--- config.mk ---
export PLATFORM = sky130hd
export DESIGN_NAME = uart_rx_flat
export DESIGN_NICKNAME = d
export VERILOG_FILES = /design/src/rtl/uart_rx_if.sv /design/src/rtl/uart_rx.sv /design/src/flat_wrapper.sv
export SDC_FILE = /design/constraint.sdc
export NUM_CORES = 1
export LEC_CHECK = 0
export CELL_PAD_IN_SITES_DETAIL_PLACEMENT = 1
export CELL_PAD_IN_SITES_GLOBAL_PLACEMENT = 2
export CORE_MARGIN = 2
export CORE_UTILIZATION = 41
export DETAILED_ROUTE_END_ITERATION = 6
export PLACE_DENSITY = 0.93
export SLEW_MARGIN = 20
export SYNTH_ARGS = -nofsm -noshare
export SYNTH_HDL_FRONTEND = slang
export SYNTH_SLANG_ARGS = --single-unit
export TNS_END_PERCENT = 10
--- constraint.sdc ---
create_clock -name clk -period 3.6 [get_ports clk]
set_input_delay 0.72 -clock clk [delete_from_list [all_inputs] [get_ports clk]]
set_output_delay 0.72 -clock clk [all_outputs]
set_load 0.01 [all_outputs]
--- src/rtl/uart_rx_if.sv ---
// uart_rx_if -- consumer-side bundle of the UART receiver.
//   rx_data      byte last received with a good stop bit
//   rx_valid     rx_data holds an unconsumed byte
//   rx_ack       consumer pulse, clears rx_valid / rx_overrun
//   rx_frame_err one-cycle pulse on a low stop bit
//   rx_overrun   sticky, a byte was dropped while rx_valid was held
//   rx_busy      receiver is somewhere inside a frame
// master = receiver side, slave = consumer side.
interface uart_rx_if;
   logic [7:0] rx_data;
   logic       rx_valid;
   logic       rx_ack;
   logic       rx_frame_err;
   logic       rx_overrun;
   logic       rx_busy;

   modport master (output rx_data, rx_valid, rx_frame_err, rx_overrun, rx_busy,
                   input  rx_ack);
   modport slave  (input  rx_data, rx_valid, rx_frame_err, rx_overrun, rx_busy,
                   output rx_ack);
endinterface

--- src/rtl/uart_rx.sv ---
// uart_rx -- 8N1 asynchronous serial receiver with a one-entry holding
// register and valid/ack handshake.
//   clk     block clock (CLK_SPEED Hz)
//   rstz    asynchronous active-low reset
//   rxd     serial line, asynchronous, idles high
//   rx_bus  uart_rx_if.master: rx_data/rx_valid/rx_ack/rx_frame_err/
//           rx_overrun/rx_busy
module uart_rx #(
   parameter int CLK_SPEED = 100_000_000,
   parameter int BAUDRATE  = 115200
) (
   input  logic      clk,
   input  logic      rstz,
   input  logic      rxd,
   uart_rx_if.master rx_bus
);

   localparam int CLKS_PER_BIT = CLK_SPEED / BAUDRATE;
   localparam int HALF_BIT     = CLKS_PER_BIT / 2;
   localparam int CNT_W        = $clog2(CLKS_PER_BIT);
   localparam logic [CNT_W-1:0] CNT_HALF = CNT_W'(HALF_BIT - 1);
   localparam logic [CNT_W-1:0] CNT_FULL = CNT_W'(CLKS_PER_BIT - 1);

   if (CLKS_PER_BIT < 4) begin : g_bad_baud
      $error("uart_rx: CLKS_PER_BIT must be at least 4");
   end

   typedef enum logic [2:0] {IDLE, START, DATA, STOP, WAIT_HIGH} state_t;

   state_t           state_q;
   logic             s1_q, s2_q;
   logic [CNT_W-1:0] cnt_q;
   logic [2:0]       idx_q;
   logic [7:0]       shift_q;
   logic [7:0]       data_q;
   logic             valid_q, ferr_q, ovr_q, busy_q;

   always_ff @(posedge clk or negedge rstz) begin
      if (!rstz) begin
         state_q <= IDLE;
         s1_q    <= 1'b1;
         s2_q    <= 1'b1;
         cnt_q   <= '0;
         idx_q   <= '0;
         shift_q <= '0;
         data_q  <= '0;
         valid_q <= 1'b0;
         ferr_q  <= 1'b0;
         ovr_q   <= 1'b0;
         busy_q  <= 1'b0;
      end else begin
         s1_q   <= rxd;
         s2_q   <= s1_q;
         ferr_q <= 1'b0;
         cnt_q  <= cnt_q + CNT_W'(1);

         // Ack clears the handshake; a delivery below overrides this.
         if (rx_bus.rx_ack) begin
            valid_q <= 1'b0;
            ovr_q   <= 1'b0;
         end

         case (state_q)
            IDLE: begin
               cnt_q <= '0;
               if (!s2_q) begin
                  state_q <= START;
                  busy_q  <= 1'b1;
               end
            end
            START: begin
               if (cnt_q == CNT_HALF) begin
                  if (!s2_q) begin
                     cnt_q   <= '0;
                     idx_q   <= '0;
                     state_q <= DATA;
                  end else begin
                     // line went back high before mid start bit: glitch
                     state_q <= IDLE;
                     busy_q  <= 1'b0;
                  end
               end
            end
            DATA: begin
               if (cnt_q == CNT_FULL) begin
                  shift_q[idx_q] <= s2_q;
                  cnt_q          <= '0;
                  idx_q          <= idx_q + 3'd1;
                  if (idx_q == 3'd7) state_q <= STOP;
               end
            end
            STOP: begin
               // Sampled mid stop bit, so an immediately following start
               // bit is still seen from IDLE.
               if (cnt_q == CNT_FULL) begin
                  if (s2_q) begin
                     valid_q <= 1'b1;
                     if (!valid_q || rx_bus.rx_ack) data_q <= shift_q;
                     else                           ovr_q  <= 1'b1;
                     state_q <= IDLE;
                     busy_q  <= 1'b0;
                  end else begin
                     ferr_q  <= 1'b1;
                     state_q <= WAIT_HIGH;
                  end
               end
            end
            WAIT_HIGH: begin
               // a break holds the line low; never restart until it idles
               if (s2_q) begin
                  state_q <= IDLE;
                  busy_q  <= 1'b0;
               end
            end
            default: begin
               state_q <= IDLE;
               busy_q  <= 1'b0;
            end
         endcase
      end
   end

   assign rx_bus.rx_data      = data_q;
   assign rx_bus.rx_valid     = valid_q;
   assign rx_bus.rx_frame_err = ferr_q;
   assign rx_bus.rx_overrun   = ovr_q;
   assign rx_bus.rx_busy      = busy_q;

endmodule

--- src/flat_wrapper.sv ---
// flat-port wrapper written by rule: the top's interface ports become plain ports
module uart_rx_flat 
#(
   parameter int CLK_SPEED = 100_000_000,
   parameter int BAUDRATE  = 115200
)
  (clk, rstz, rxd, rx_bus_rx_data, rx_bus_rx_valid, rx_bus_rx_frame_err, rx_bus_rx_overrun, rx_bus_rx_busy, rx_bus_rx_ack);
  uart_rx_if rx_bus_i ();
  input  logic clk;
  input  logic rstz;
  input  logic rxd;
  output wire logic [$bits(rx_bus_i.rx_data)-1:0] rx_bus_rx_data;
  output wire logic [$bits(rx_bus_i.rx_valid)-1:0] rx_bus_rx_valid;
  output wire logic [$bits(rx_bus_i.rx_frame_err)-1:0] rx_bus_rx_frame_err;
  output wire logic [$bits(rx_bus_i.rx_overrun)-1:0] rx_bus_rx_overrun;
  output wire logic [$bits(rx_bus_i.rx_busy)-1:0] rx_bus_rx_busy;
  input wire logic [$bits(rx_bus_i.rx_ack)-1:0] rx_bus_rx_ack;
  assign rx_bus_rx_data = rx_bus_i.rx_data;
  assign rx_bus_rx_valid = rx_bus_i.rx_valid;
  assign rx_bus_rx_frame_err = rx_bus_i.rx_frame_err;
  assign rx_bus_rx_overrun = rx_bus_i.rx_overrun;
  assign rx_bus_rx_busy = rx_bus_i.rx_busy;
  assign rx_bus_i.rx_ack = rx_bus_rx_ack;
  uart_rx #(.CLK_SPEED(CLK_SPEED), .BAUDRATE(BAUDRATE)) u_core (.clk(clk), .rstz(rstz), .rxd(rxd), .rx_bus(rx_bus_i));
endmodule
==> out/metrics.cfg <==
[hold_path]
whs_endpoint = u_core.s2_q
holdPathStages = 0
hold_class = flip-flop to flip-flop
hp-start = u_core.s1_q

[critical_path]
critPathLaunchType = flip-flop
rrSetupSlack_ns = 1.09
required_ns = 3.78
critPathSlowestCell = or4_4
worstPathArrival_ns = 2.69
r2r-end = u_core.shift_q[4]
max_stage_delay_ns = 0.61
r2r_cells = 5
path_delay_family = simple AND/OR/NAND/NOR gates
endpoint_kind = flip-flop
crit_type = flip-flop to flip-flop
worstPathBufferInverterCount = 0
r2r-start = u_core.cnt_q[0]
crit_fanout = 8
crit_chain = ha_1 -> nand4b_1 -> or4_4 -> nor4b_1 -> mux2_2

[die]
fp_util_pct = 42.4
core_mm2 = 0.00432
pin_count = 16
fp.dieW_um = 70.9
dieHeight_um = 70.9
num_rows = 24
die_area_mm2 = 0.00502

[synthesis]
yosysUniqueCellTypes = 40
synth.top_cell.area_share_pct = 49.1
ys_seq_share_pct = 52.0
ff_type = dfrtp_1
fp_nets = 168
numSynthFlops = 38
synth_area_leader_cell = dfrtp_1
ys_cells = 160
edf_count = 0
ys_warn_count = 0
synth_area_mm2 = 0.00183
syn-instance-count = 160
ys_area_mm2 = 0.00183
syn_area_per_cell_um2 = 11.5
async_flop_share_pct = 100
area_leaders = dfrtp_1, mux2_2, nor3_1, dfstp_2, ha_1

[pwr]
pwr_density_cell_mw_per_mm2 = 356
vdd.ir_drop.worst_uv = 134
p_seq_share_pct = 57.8
clock_power_share_pct = 40.6
p_leak_nw = 0.894
switchingPower_w = 0.000161
pwr-share-comb_pct = 1.6
switching_share_pct = 21.5
p_int_w = 0.000586

[global_route]
grt_pass1_wl_mm = 6.55
gr-total-overflow = 0
grt_max_degree = 39
antenna_found_initial = 0
grt_pass1_vias = 1364

[cells_and_area]
layout_top_cells = dfrtp_1, mux2_2, nor3_1, clkdlybuf4s50_1, nand3_1
area_delta_synth_final_pct = 14.5
mostFrequentLayoutCell = dfrtp_1
drive_above_1_share_pct = 18.2
num_antenna_cells = 0
final_nets = 183
final_area_mm2 = 0.00210

[run]
warnings = 27
cap_violations = 0

[sta]
worst_slew_pin_slew_ns = 0.838
max_slew_margin_pct = 44.1
hold_viol_final = 0
finalSetupTns_ns = 0
setup_viol = 0
clock_skew_ns = 0.00620
maxSlewViolCount = 0
fin_crit_ns = 2.51
finalClockPeriodUsage_pct = 69.6
rsz0062_at_grt = false
fmax_mhz = 399

[route]
routed_wl_mm = 3.94
detail_route.iter0.violations = 96
drt_pass1_iterations = 4
ant_nets = 0
vias = 1337
drc = 0
via_per_inst = 5.86

[placed_design]
postPlaceCellArea_mm2 = 0.00200
hpwl_mm = 2.84
gp_congestion = 0.785
port_buffers = 15

[clock_tree]
cts_setup_buffers = 0
cts_tree = built
cts_made_buffers = 5
post_cts_resized = 0
cts_root_buf = clkbuf_8
htree_levels = 2
ctsHoldBuffers = 0
cts.path.max_buffers = 2
clock_latency_ns = 0.29
clk_pin_slew_ns = 0.07
cts.sinks = 38

[status]
outcome = complete, no violations

-- worst max-delay path by stage --
stage               slack (ns)  cells after the start                        to             from
floorplan                 1.24                      6         u_core.shift_q[7]  u_core.cnt_q[3]
global placement          1.25                      4         u_core.shift_q[2]  u_core.cnt_q[3]
detailed placement        1.08                      5  u_core.rx_bus.rx_data[4]  u_core.cnt_q[0]
CTS                       1.08                      5         u_core.shift_q[4]  u_core.cnt_q[0]
global route              0.82                      5  u_core.rx_bus.rx_data[4]  u_core.cnt_q[0]
finish                    1.09                      5         u_core.shift_q[4]  u_core.cnt_q[0]
-- routing by layer --
layer / vias up / share of wire, % / track usage (%)
met5: - / 0 / 0
met3: 7 / 2.7 / 3.42
met2: 19 / 53 / 29.4
li1: 625 / - / -
met4: 0 / 1.7 / 6.50
met1: 686 / 43 / 20.2
-- through the flow --
stage	power (W)	std cells	hold slack, ns	setup slack (ns)
global route	0.000771	228	0.370	0.824
floorplan	0.000440	160	0.345	1.24
finish	0.000747	228	0.361	1.09
detailed placement	0.000452	220	0.352	1.08
CTS	0.000762	228	0.364	1.08
global placement	0.000451	220	0.346	1.25
-- cell families (layout without fill, tap and decap cells) --
kind of cell	count (synthesis)	after routing	synth area share [%]
adders and majority gates	4	4	2.73
and+or+nand+nor	67	67	21.7
muxes	16	16	10.0
AOI/OAI and AO/OA	16	16	6.62
DFF	38	38	52.0
buffers and inverters	11	27	3.07
xor gates and xnor gates	8	8	3.82
-- sequential cells by signal (all words and copies together) (netlist names) --
name                        cells
u_core.state_q                  3
u_core.s1_q                     1
u_core.rx_bus.rx_frame_err      1
u_core.idx_q                    3
u_core.shift_q                  8
u_core.rx_bus.rx_data           8
u_core.rx_bus.rx_overrun        1
u_core.cnt_q                   10
u_core.rx_bus.rx_busy           1
u_core.rx_bus.rx_valid          1
u_core.s2_q                     1
-- synth_stat cells, types with 3 or more instances --
| master | number |
|---|---|
| a21oi_1 | 3 |
| clkbuf_1 | 5 |
| dfrtp_1 | 36 |
| ha_1 | 4 |
| inv_1 | 4 |
| mux2_2 | 15 |
| nand2_1 | 7 |
| nand2b_1 | 5 |
| nand3_1 | 9 |
| nand4b_1 | 4 |
| nor2_1 | 6 |
| nor3_1 | 15 |
| nor4_1 | 6 |
| nor4b_1 | 3 |
| xnor2_1 | 4 |
| xor2_1 | 4 |
-- power groups by stage --
| stage | Sequential, W | Clock [W] | Combinational [W] |
|---|---|---|---|
| 2_1_floorplan | 0.000438 | 0 | 0.00000205 |
| 3_3_place_gp | 0.000440 | 0 | 0.0000118 |
| 3_5_place_dp | 0.000440 | 0 | 0.0000126 |
| 4_1_cts | 0.000431 | 0.000318 | 0.0000126 |
| 5_1_grt | 0.000432 | 0.000326 | 0.0000138 |
| 6_report | 0.000431 | 0.000303 | 0.0000117 |
-- layout make-up --
cell class | instances | area (um2)
Multi-Input combinational cell | 111 | 828
Inverter | 4 | 15.0
Clock buffer | 7 | 86.3
Tap cell | 52 | 65.1
Timing Repair Buffer | 15 | 145
Fill cell | 483 | 2230
Clock inverter | 1 | 5.00
Sequential cell | 38 | 953
Figure 1. Signal wires on met1.
Supply wires on this layer in gray. Cells faint in the background.
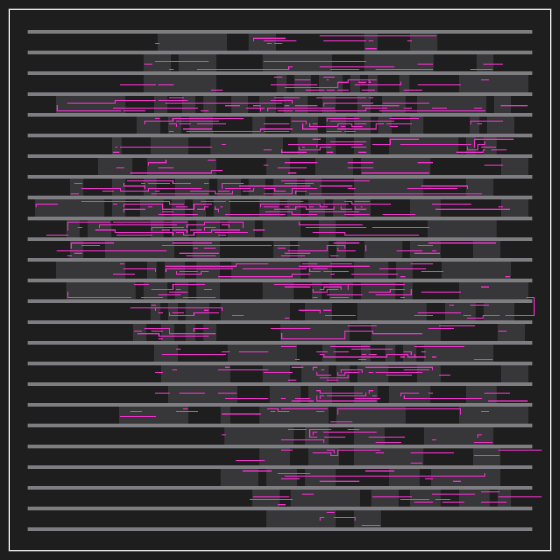
nets with wire on the layer: 168
longest straight run: 26.2 um
share of all routed wire: 43%

Figure 2. Routing congestion map.
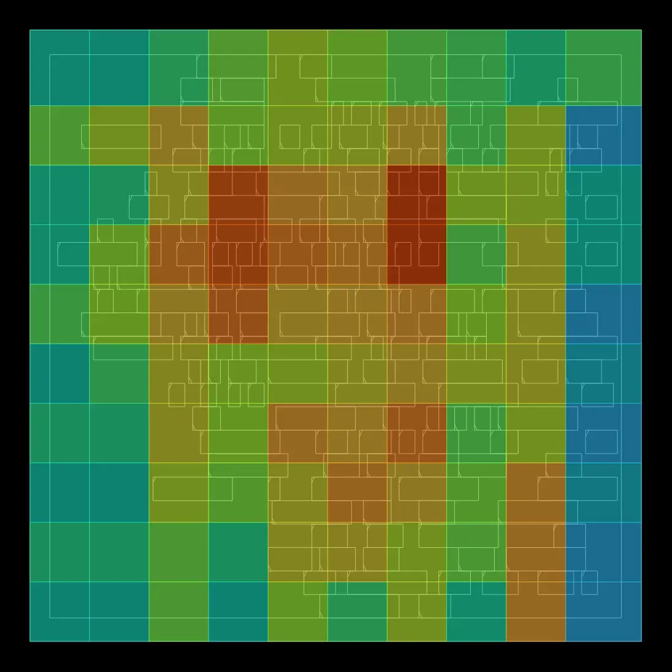
grt met2 use: 29.4%
Total GRT Usage: 16.7%
fin util: 48.5%
drt wl/cell: 17.3 um
GRT Max-Usage Layer: met2

Figure 3. Sequential cells colored by netlist name.
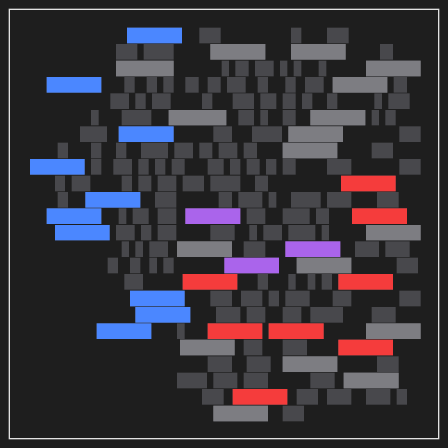
| name in the netlist | color | flops |
|---|---|---|
| u_core.shift_q | red | 8 |
| u_core.idx_q | purple | 3 |
| u_core.cnt_q | blue | 10 |

Power is estimated from default activity; no workload was simulated.
